Run 1, gate-type map:
Scale: 2 px per um.
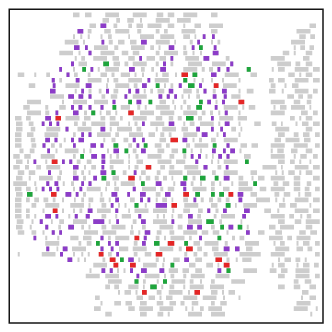
Run 1, routing congestion map:
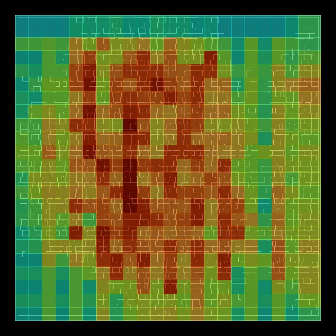
Run 1, metal 3:
Scale: 3 px per um.
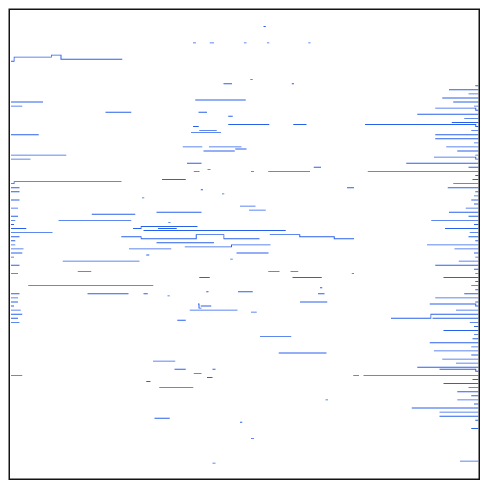
$ cat src/rtl/wb_dma_pkg.sv
// Shared types and constants for the Wishbone DMA copy master.
package wb_dma_pkg;

  typedef enum logic [2:0] {
    IDLE,
    RD,
    RD_GAP,
    WR,
    WR_GAP
  } wb_dma_state_t;

  localparam logic [3:0]  WB_SEL_WORD = 4'hF;
  localparam logic [31:0] WB_ADR_STEP = 32'd4;

endpackage

$ cat src/rtl/n_bit_reg.sv
// Generic N-bit register with synchronous active-high reset and write enable.
module n_bit_reg #(
  parameter int unsigned N = 32
) (
  input  logic         clk_i,
  input  logic         rst_i,
  input  logic         wen_i,
  input  logic [N-1:0] d_i,
  output logic [N-1:0] q_o
);

  always_ff @(posedge clk_i) begin
    if (rst_i) begin
      q_o <= '0;
    end else if (wen_i) begin
      q_o <= d_i;
    end
  end

endmodule

$ cat src/rtl/wb_dma_watchdog.sv
// Bus watchdog: counts consecutive strobe cycles without ack, flags expiry.
// Compiled only when WB_DMA_TIMEOUT_EN is defined.
`ifdef WB_DMA_TIMEOUT_EN
module wb_dma_watchdog #(
  parameter int unsigned TIMEOUT_CYC = 255
) (
  input  logic clk_i,
  input  logic rst_i,
  input  logic active_i,
  input  logic ack_i,
  output logic expire_o
);

  localparam int unsigned CNT_W = $clog2(TIMEOUT_CYC + 1);

  logic [CNT_W-1:0] cnt_q, cnt_d;

  always_comb begin
    cnt_d = cnt_q;
    if (!active_i || ack_i) begin
      cnt_d = '0;
    end else if (cnt_q != CNT_W'(TIMEOUT_CYC)) begin
      cnt_d = cnt_q + CNT_W'(1);
    end
  end

  // Fires on the edge that would bring the count to TIMEOUT_CYC.
  assign expire_o = active_i && !ack_i && (cnt_q == CNT_W'(TIMEOUT_CYC - 1));

  always_ff @(posedge clk_i) begin
    if (rst_i) begin
      cnt_q <= '0;
    end else begin
      cnt_q <= cnt_d;
    end
  end

endmodule
`endif

$ cat src/rtl/wb_dma_copy_master.sv
// Wishbone classic master copying LEN words from src to dst via alternating read/write.
// Optional bus watchdog abort enabled by defining WB_DMA_TIMEOUT_EN.
module wb_dma_copy_master
  import wb_dma_pkg::*;
#(
  parameter int unsigned LEN_W       = 16,
  parameter int unsigned TIMEOUT_CYC = 255
) (
  input  logic             clk_i,
  input  logic             rst_i,
  input  logic             start_i,
  input  logic [31:0]      src_adr_i,
  input  logic [31:0]      dst_adr_i,
  input  logic [LEN_W-1:0] len_i,
  output logic             busy_o,
  output logic             done_o,
  output logic             err_o,
  output logic             cyc_o,
  output logic             stb_o,
  output logic             we_o,
  output logic [31:0]      adr_o,
  output logic [3:0]       sel_o,
  output logic [31:0]      dat_o,
  input  logic [31:0]      dat_i,
  input  logic             ack_i
);

  wb_dma_state_t    state_q, state_d;
  logic [31:0]      src_q, src_d;
  logic [31:0]      dst_q, dst_d;
  logic [LEN_W-1:0] rem_q, rem_d;
  logic             done_q, done_d;
  logic             rd_wen;
  logic             unused_adr_lsb;

  assign unused_adr_lsb = ^{src_adr_i[1:0], dst_adr_i[1:0]};

`ifdef WB_DMA_TIMEOUT_EN
  logic err_q, err_d;
  logic wd_expire;

  wb_dma_watchdog #(.TIMEOUT_CYC(TIMEOUT_CYC)) u_watchdog (
    .clk_i    (clk_i),
    .rst_i    (rst_i),
    .active_i (cyc_o),
    .ack_i    (ack_i),
    .expire_o (wd_expire)
  );

  assign err_o = err_q;
`else
  localparam int unsigned UNUSED_TIMEOUT_CYC = TIMEOUT_CYC;
  assign err_o = 1'b0;
`endif

  always_comb begin
    state_d = state_q;
    src_d   = src_q;
    dst_d   = dst_q;
    rem_d   = rem_q;
    done_d  = 1'b0;
`ifdef WB_DMA_TIMEOUT_EN
    err_d   = err_q;
`endif
    case (state_q)
      IDLE: begin
        if (start_i) begin
`ifdef WB_DMA_TIMEOUT_EN
          err_d = 1'b0;
`endif
          if (len_i != '0) begin
            src_d   = {src_adr_i[31:2], 2'b00};
            dst_d   = {dst_adr_i[31:2], 2'b00};
            rem_d   = len_i;
            state_d = RD;
          end else begin
            done_d = 1'b1;
          end
        end
      end
      RD:     if (ack_i) state_d = RD_GAP;
      RD_GAP: state_d = WR;
      WR: begin
        if (ack_i) begin
          src_d = src_q + WB_ADR_STEP;
          dst_d = dst_q + WB_ADR_STEP;
          rem_d = rem_q - LEN_W'(1);
          if (rem_q == LEN_W'(1)) begin
            state_d = IDLE;
            done_d  = 1'b1;
          end else begin
            state_d = WR_GAP;
          end
        end
      end
      WR_GAP:  state_d = RD;
      default: state_d = IDLE;
    endcase
`ifdef WB_DMA_TIMEOUT_EN
    if (wd_expire) begin
      state_d = IDLE;
      done_d  = 1'b1;
      err_d   = 1'b1;
    end
`endif
  end

  always_ff @(posedge clk_i) begin
    if (rst_i) begin
      state_q <= IDLE;
      src_q   <= '0;
      dst_q   <= '0;
      rem_q   <= '0;
      done_q  <= 1'b0;
`ifdef WB_DMA_TIMEOUT_EN
      err_q   <= 1'b0;
`endif
    end else begin
      state_q <= state_d;
      src_q   <= src_d;
      dst_q   <= dst_d;
      rem_q   <= rem_d;
      done_q  <= done_d;
`ifdef WB_DMA_TIMEOUT_EN
      err_q   <= err_d;
`endif
    end
  end

  assign rd_wen = (state_q == RD) && ack_i;

  n_bit_reg #(.N(32)) u_data_reg (
    .clk_i (clk_i),
    .rst_i (rst_i),
    .wen_i (rd_wen),
    .d_i   (dat_i),
    .q_o   (dat_o)
  );

  assign busy_o = (state_q != IDLE);
  assign done_o = done_q;
  assign cyc_o  = (state_q == RD) || (state_q == WR);
  assign stb_o  = cyc_o;
  assign we_o   = (state_q == WR);
  assign adr_o  = (state_q == RD) ? src_q : (state_q == WR) ? dst_q : '0;
  assign sel_o  = WB_SEL_WORD;

endmodule

$ cat config.mk
export PLATFORM = sky130hd
export DESIGN_NAME = wb_dma_copy_master
export DESIGN_NICKNAME = d
export VERILOG_FILES = /design/src/rtl/wb_dma_pkg.sv /design/src/rtl/n_bit_reg.sv /design/src/rtl/wb_dma_watchdog.sv /design/src/rtl/wb_dma_copy_master.sv
export SDC_FILE = /design/constraint.sdc
export NUM_CORES = 1
export LEC_CHECK = 0
export CELL_PAD_IN_SITES_DETAIL_PLACEMENT = 2
export CELL_PAD_IN_SITES_GLOBAL_PLACEMENT = 2
export CORE_UTILIZATION = 28
export CTS_BUF_LIST = sky130_fd_sc_hd__clkbuf_8
export DETAILED_ROUTE_END_ITERATION = 8
export PLACE_DENSITY = 0.93
export SYNTH_ARGS = -nofsm -noshare
export SYNTH_HDL_FRONTEND = slang
export SYNTH_HIERARCHICAL = 1
export SYNTH_SLANG_ARGS = --single-unit
$ cat constraint.sdc
create_clock -name clk_i -period 2.9 [get_ports clk_i]
set_input_delay 0.87 -clock clk_i [delete_from_list [all_inputs] [get_ports clk_i]]
set_output_delay 0.87 -clock clk_i [all_outputs]
set_load 0.1 [all_outputs]
==> out/metrics.cfg, run 1 <==
[synth]
aoi_share = 0.219
simple_gate_share = 0.268
synthMostInstantiatedCell = dfxtp_1
synthCells = 868
yosysTopAreaCellShare = 0.337
syn_avg_cell_area_um2 = 7.66
ys.flops = 112
synth_top_flop_cell = dfxtp_1
yosys.area.top_type = dfxtp_1
ys_cells = 868
muxShareOfSynthArea = 0.0978
synth-xor-area-share = 0.00132
edf_count = 0
yosys_area_mm2 = 0.00665
synth_async_sr_flop_share = 0
synth.distinct_cells = 58
ys_seq_share = 0.337
fa_ha_area_frac = 0.00752
topCellsByArea = dfxtp_1 (34%), mux2i_1 (9.8%), nor2_1 (5.9%)
netlist_area_mm2 = 0.00665
yosys-top-cells-count = dfxtp_1 (112), nor2_1 (104), nand2_1 (96)
ys.warnings.count = 6

[final_layout]
lay_top_cells = dfxtp_1 (111), clkdlybuf4s50_1 (110), nand2_1 (96)
regArea_mm2 = 0.00224
seq-cell-share = 0.234
num_antenna_cells = 0
layout.nets = 1160
comb_cells = 667
combGateArea_mm2 = 0.00408
postLayoutCoreUtil = 0.409
largest_cell_class = logic gates
inverters = 16
top_register = u_data_reg/q_o
clock_cell_area_share = 0.0216
flop-count = 112
syn_to_final_growth_pct = 43.9
fill_cells = 2628
top_regs = u_data_reg/q_o (32), dst_q (30), src_q (30)
nonClkBufAreaFrac = 0.270
num-nonclk-buffers = 234
final_cell_area_mm2 = 0.00957
layout-drive-gt1-share = 0.181
fin_cells = 1364

[critical_path]
critPathBufInv = 2
reg2reg_from = state_q[1]$_SDFFE_PP0P_
critPathLaunchType = flop
cp_num_cells = 3
critPathRequiredTime_ns = 2.03
crit_slowest_cell = dfxtp_2
path_cells = nand3b_1 -> inv_2 -> buf_12
cp-endpoint = we_o
reg2reg_slack_ns = 0.29
path_max_fanout = 15
r2r_end = dst_q[18]$_SDFFE_PP0P_
slowest_delay_ns = 0.61
endpoint_kind = primary output
path_class = reg2out
worstPathArrival_ns = 1.92

[clocking]
htree_levels = 3
hold_buffers = 0
path_clk_slew_ns = 0.11
cts.repair.resized = 0
cts_made_buffers = 9
clockBufferDepth = 2
cts.sinks = 112
post_cts_buffers = 0
cts_tree = built
insertion_delay_ns = 0.41
cts_root_buffer = clkbuf_8

[final_timing]
holdWs_ns = 0.504
finalHoldViolCount = 0
worst-slew-pin-transition_ns = 0.625
slew_viol_final = 0
clock.fmax_mhz = 358
slew_headroom = 0.579
rsz0062_at_grt = false
setup_tns_ns = 0
min_period_ns = 2.79
period_used_share = 0.964
timing.final.ws_setup_ns = 0.105
setup_viol = 0
fin_skew_ns = 0.0185

[global_route]
grt_max_degree = 125
grt_pass1_wl_mm = 47.0
grt_pass1_vias = 8364
grtUsageTotal = 0.250
antenna_found_initial = 0
grt_remaining_overflow = 0

[die]
num_rows = 56
pin_count = 190
die-width_um = 156
die_h_um = 156
placeableCoreArea_mm2 = 0.0234
die_area_mm2 = 0.0244
n_tap_cell = 319
initCoreUtil = 0.284

[pwr]
top_power_group = registers
pg_comb_uw = 1530
p_seq_frac = 0.420
p_sw_uw = 1750
peakVddDrop_mv = 0.283
power.density_mw_per_mm2 = 461
clock_power_uw = 1030
power_leakage_uw = 0.00337
clock_power_share = 0.234
comb_power_share = 0.346
seq_cell_power_uw = 1850
p_int_uw = 2660
p_sw_frac = 0.397

[hold_path]
hp-start = rem_q[4]$_SDFFE_PP0P_
hold_class = reg2reg
hold_path_depth = 2
min_to = rem_q[4]$_SDFFE_PP0P_

[placement]
dpl_worst_slack_ns = -0.112
portBuffers = 178
place_area_mm2 = 0.00936
dp_hpwl_mm = 22.8
dp_cells = 1348

[detailed_routing]
drt-met1-wl_mm = 12.7
wl_met2_mm = 15.3
routed_wl_mm = 30.6
drtIter0Drc = 409
num_vias = 7722
viasPerCell = 5.66
drc_errors = 0
highest_layer = met4
antenna_left = 0
dr.pass1.iters = 5
wl_met3_mm = 1.53

[flow_run]
tool_warnings = 33
cap_violations = 0

[status]
outcome = finished, final reports clean

## Picture notes: 'gate-type map'
family	color	cells
AND-OR and OR-AND gates	red	26
inverting AOI/OAI gates	purple	199
AND and OR gates	green	48
most numerous logic cell after layout: dfxtp_1
Comb/total area: 0.426

## Picture notes: 'routing congestion map'
routing usage on met2: 0.443
met3 GRT Util: 0.0383
Avg WL per Cell: 22.4 um
GRT busiest layer: met2
met1 GRT Util: 0.293

## Picture notes: 'metal 3'
main direction	horizontal
share of all routed wire	5.0%
nets with wire on the layer	163

==> inputs of run 2 (changes only) <==
- SKIP_CTS_REPAIR_TIMING: default -> 1
Run 2, gate-type map:
Scale: 2 px per um.
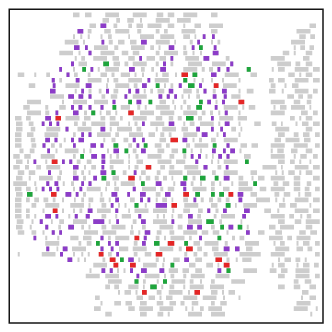
family	color	cells
AND-OR and OR-AND gates	red	26
inverting AOI/OAI gates	purple	199
AND and OR gates	green	48

Run 2, metal 3:
Scale: 3 px per um.
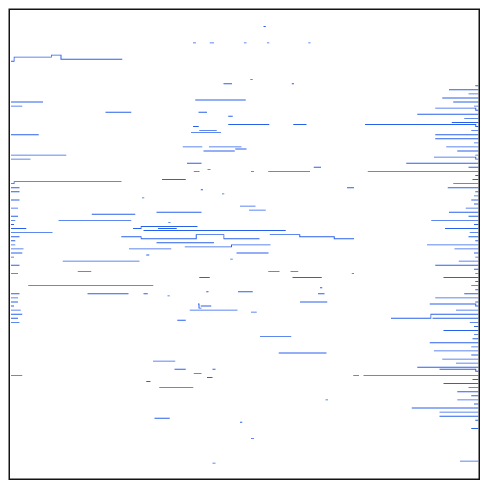
longest straight run	47.2 um
share of all routed wire	5.0%
nets with wire on the layer	163
main direction	horizontal
wire length on this layer	1,530 um
total wire length: 30.6 mm
routed via count: 7,722

==> out/metrics.cfg, run 2 <==
[detailed_routing]
drt-met1-wl_mm = 12.7
wl_met3_mm = 1.53
dr.pass1.iters = 5
drtIter0Drc = 409
avgRoutedWirePerCell_um = 22.4
highest_layer = met4
antenna_left = 0
viasPerCell = 5.66
wl_met2_mm = 15.3
drc_errors = 0

[synth]
ys_seq_share = 0.337
fa_ha_area_frac = 0.00752
ys.flops = 112
netlist_area_mm2 = 0.00665
topCellsByArea = dfxtp_1 (34%), mux2i_1 (9.8%), nor2_1 (5.9%)
simple_gate_share = 0.268
synth_async_sr_flop_share = 0
muxShareOfSynthArea = 0.0978
synthCells = 868
aoi_share = 0.219
ys_cells = 868
synth_top_flop_cell = dfxtp_1
synthMostInstantiatedCell = dfxtp_1
synth.distinct_cells = 58
yosys-top-cells-count = dfxtp_1 (112), nor2_1 (104), nand2_1 (96)
syn_avg_cell_area_um2 = 7.66
yosys.area.top_type = dfxtp_1
yosysTopAreaCellShare = 0.337
yosys_area_mm2 = 0.00665
ys.warnings.count = 6
synth-xor-area-share = 0.00132
edf_count = 0

[clocking]
cts.sinks = 112
insertion_delay_ns = 0.41
cts_tree = built
htree_levels = 3
clockBufferDepth = 2
path_clk_slew_ns = 0.11
cts_root_buffer = clkbuf_8
cts_made_buffers = 9

[hold_path]
hold_class = reg2reg
min_to = rem_q[4]$_SDFFE_PP0P_
hp-start = rem_q[4]$_SDFFE_PP0P_
hold_path_depth = 2

[final_timing]
clock.fmax_mhz = 358
setup_tns_ns = 0
min_period_ns = 2.79
rsz0062_at_grt = false
timing.final.ws_setup_ns = 0.105
fin_skew_ns = 0.0185
slew_headroom = 0.579
period_used_share = 0.964
worst-slew-pin-transition_ns = 0.625
finalHoldViolCount = 0
holdWs_ns = 0.504
slew_viol_final = 0
setup_viol = 0

[placement]
dp_cells = 1348
place_area_mm2 = 0.00936
portBuffers = 178
dp_hpwl_mm = 22.8
dpl_worst_slack_ns = -0.112

[critical_path]
path_class = reg2out
critPathBufInv = 2
worstPathArrival_ns = 1.92
cpLargestDelayFamily = buffers and inverters
r2r_end = dst_q[18]$_SDFFE_PP0P_
cp_num_cells = 3
cp-endpoint = we_o
critPathLaunchType = flop
path_max_fanout = 15
critPathRequiredTime_ns = 2.03
reg2reg_from = state_q[1]$_SDFFE_PP0P_
reg2reg_slack_ns = 0.29
slowest_delay_ns = 0.61
endpoint_kind = primary output
startpoint = state_q[1]$_SDFFE_PP0P_
crit_slowest_cell = dfxtp_2

[final_layout]
combGateArea_mm2 = 0.00408
final_cell_area_mm2 = 0.00957
num-nonclk-buffers = 234
layout.nets = 1160
sh_comb_area = 0.426
layout-drive-gt1-share = 0.181
top_regs = u_data_reg/q_o (32), dst_q (30), src_q (30)
clock_cell_area_share = 0.0216
inverters = 16
regArea_mm2 = 0.00224
fin_cells = 1364
postLayoutCoreUtil = 0.409
largest_cell_class = logic gates
flop-count = 112
layout_top_cell = dfxtp_1
top_register = u_data_reg/q_o
syn_to_final_growth_pct = 43.9
lay_top_cells = dfxtp_1 (111), clkdlybuf4s50_1 (110), nand2_1 (96)
comb_cells = 667
fill_cells = 2628
num_antenna_cells = 0
seq-cell-share = 0.234
nonClkBufAreaFrac = 0.270

[global_route]
antenna_found_initial = 0
met1_usage = 0.293
grt_pass1_vias = 8364
busiest_layer = met2
grtUsageTotal = 0.250
grt_remaining_overflow = 0
met3_usage = 0.0383
use_met2 = 0.443
grt_pass1_wl_mm = 47.0

[pwr]
p_sw_uw = 1750
top_power_group = registers
seq_cell_power_uw = 1850
clock_power_share = 0.234
power_leakage_uw = 0.00337
p_sw_frac = 0.397
pg_comb_uw = 1530
p_int_uw = 2660
clock_power_uw = 1030
comb_power_share = 0.346
peakVddDrop_mv = 0.283
power.density_mw_per_mm2 = 461

[die]
n_tap_cell = 319
die-width_um = 156
placeableCoreArea_mm2 = 0.0234
die_area_mm2 = 0.0244
initCoreUtil = 0.284
die_h_um = 156
pin_count = 190
num_rows = 56

[status]
outcome = finished, final reports clean

[flow_run]
cap_violations = 0
tool_warnings = 33

